==> config.mk <==
export PLATFORM = sky130hd
export DESIGN_NAME = fma_stim_ctrl
export DESIGN_NICKNAME = d
export VERILOG_FILES = /design/src/rtl/fma_stim_pkg.sv /design/src/rtl/stim_exp_fifo.sv /design/src/rtl/fma_stim_ctrl.sv
export SDC_FILE = /design/constraint.sdc
export NUM_CORES = 1
export LEC_CHECK = 0
export ABC_AREA = 1
export CAP_MARGIN = 20
export CORE_ASPECT_RATIO = 0.5
export CORE_MARGIN = 2
export CORE_UTILIZATION = 25
export CTS_CLUSTER_DIAMETER = 50
export CTS_CLUSTER_SIZE = 40
export DETAILED_ROUTE_END_ITERATION = 8
export MAX_ROUTING_LAYER = met4
export SYNTH_ARGS = -nofsm -noshare
export SYNTH_HDL_FRONTEND = slang
export SYNTH_SLANG_ARGS = --single-unit
==> constraint.sdc <==
create_clock -name clk -period 4.18 [get_ports clk]
set_clock_uncertainty 0.05 [all_clocks]
set_input_delay 0.627 -clock clk [delete_from_list [all_inputs] [get_ports clk]]
set_output_delay 0.627 -clock clk [all_outputs]
set_load 0.05 [all_outputs]
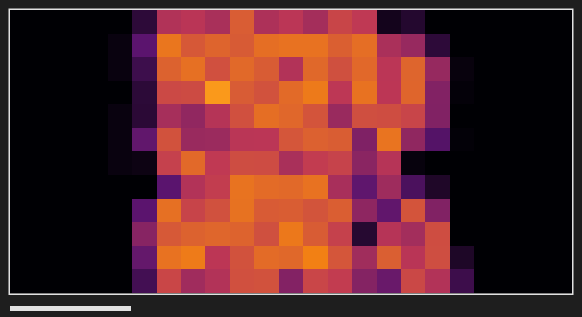
density.png
The bar under the picture is 100 microns long. The die is cut into 23 by 12 equal tiles; black is low, pale yellow is high, 0 to 100% covered.
fullest tile: 78%
mean over tiles: 28%
nearly empty tiles: 42%
core area: 105300 sq um
fin util: 0.3042

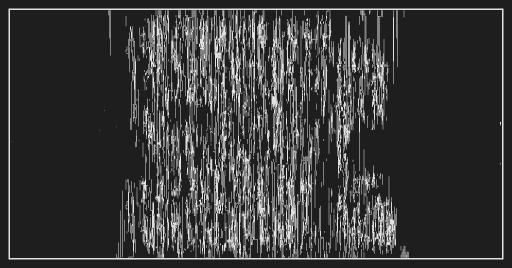
met2.png
share of all routed wire: 51%
main direction: vertical
nets with wire on the layer: 1845
met2 Use GR: 0.2123
final WL: 66.55 mm
Via Count: 17064

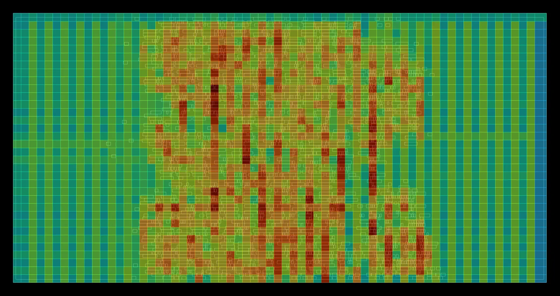
final_congestion.png
met1 Track Usage GR: 0.1447
busiest grt layer: met2
WL per Instance: 17.69 microns
met3 usage: 0.01724

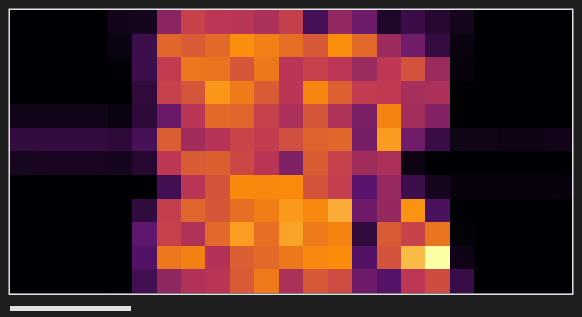
wire_density.png
The bar under the picture is 100 microns long. The die is cut into 23 by 12 equal tiles; black is low, pale yellow is high, scaled to the fullest tile. Values are wire area over tile area, all layers added.
mean over tiles: 0.095
nearly empty tiles: 33%
tiles over half the peak: 31%
fullest tile: 0.33
Total Routing Usage GR: 0.1221

==> impl_metrics.yaml <==
# implementation run metrics
synthesis:
  common_cells: "edfxtp_1, nor2_1, nand2_1"
  ys_cells: 2151
  yosysTopAreaCell: "edfxtp_1"
  yosysSeqAreaShare: 0.7339
  synthMostInstantiatedCell: "edfxtp_1"
  yosys_most_used_dff: "edfxtp_1"
  edf_count: 576
  async_flop_share: 0.1351
  synth_chip_area_sq_um: 26640
  syn_inst: 2151
  yosys_warnings: 0
  ys_types: 36
  synth_nets: 2255
cts:
  cts_sinks: 666
  cts_inserted_buffers: 60
  clock-root-buffer: "clkbuf_16"
  ctsLongestPathBuffers: 3
  ctsHtreeMaxLevel: 2
  cts_tree: "built"
  cts_resized: 0
  insertion_delay_ps: 630
setup_path:
  critPathArrivalTime_ps: 3510
  crit_chain: "inv_6 > nand2_1 > nand3_1 > nand3b_1 > nand2_1 > nor2_1 > nand2_1 > nor2_2 > nand3_4 > nand3_1 > nand2_1 > nand3_1 > nand2_1 > nor2_1 > nand3_1 > nor2_1 > nand3_1 > nand2_1"
  crit_slowest_cell: "dfrtp_1"
  crit_path_frequent_cell: "nand2_1"
  cpLargestDelayFamily: "simple AND/OR/NAND/NOR gates"
  worst-path-buf-inv: 1
  crit_fanout: 33
  cp.required_ps: 4700
  cp_num_cells: 18
  worstSetupEndpointType: "flop"
detailed_routing:
  drt-pass1-iter-count: 7
  wl_met3_mm: 2.572
  route.met2.wl_mm: 33.89
  antenna_left: 0
die:
  chip_area_sq_um: 109300
  initCoreUtil: 0.2529
  die_y_microns: 234.8
  die_w_microns: 465.6
power_and_ir_drop:
  top_power_group: "registers"
  total_power_mw: 20.53
  cellLeakagePower_nw: 10.95
  pwr-share-seq: 0.413
  p_seq_mw: 8.48
  pg_comb_mw: 6.36
  intPower_mw: 12.92
  p_clk_mw: 5.69
  switchingPower_mw: 7.611
  pwr_density_cell_nw_per_um2: 640.9
  p_comb_frac: 0.310
final_timing:
  max_slew.worst_pin.slew_ps: 894.1
  hold_violations: 0
  tns_ps: 0
  slew_viol_final: 0
  fmax_ghz: 0.3342
  min_period_ps: 2992
  fin_ws_ps: 1188
  setup_viol: 0
  finalCritPeriodShare: 0.7159
layout:
  final_common_cell: "edfxtp_1"
  lay_top_cells: "edfxtp_1, nor2_1, nand2_1, o21ai_0, clkdlybuf4s50_1"
  finish.net_count: 2384
  nFillCells: 10525
  syn2layout_area_growth_pct: 20.27
  final_area_sq_um: 32040
status:
  status: "finished clean"
global_routing:
  grt_pass1_vias: 17008
  grt_pass1_wl_mm: 102.0
  grt_max_degree: 98
run:
  warnings: 32
  maxCapViolations: 0
placed_design:
  place.gp.congestion: 0.8001
  placed_area_sq_um: 29910
  place_inst: 3637
area by class of cell:
| type | instances | area, sq um | area share |
|---|---|---|---|
| antenna | 10 | 25.02 | 0.0007811 |
| clock buffer | 71 | 1624 | 0.05070 |
| clock inverter | 43 | 473.0 | 0.01476 |
| inverter | 93 | 362.8 | 0.01133 |
| multi-input combinational | 1267 | 6261 | 0.1954 |
| sequential | 666 | 19560 | 0.6106 |
| tap | 1419 | 1775 | 0.05542 |
| timing repair buffer | 192 | 1954 | 0.06101 |
cells by family (layout without fill, tap and decap cells):
logic type	count (synthesis)	after routing	share of synthesized area
DFF	666	666	0.7339
adders and majority gates	16	16	0.007797
buffers and inverters	218	399	0.03359
AOI/OAI and AO/OA	463	463	0.1029
and+or+nand+nor	778	778	0.1186
other	0	10	0
xor gates and xnor gates	10	10	0.003288
No activity file was given, so power comes from the tool's default toggle rates.
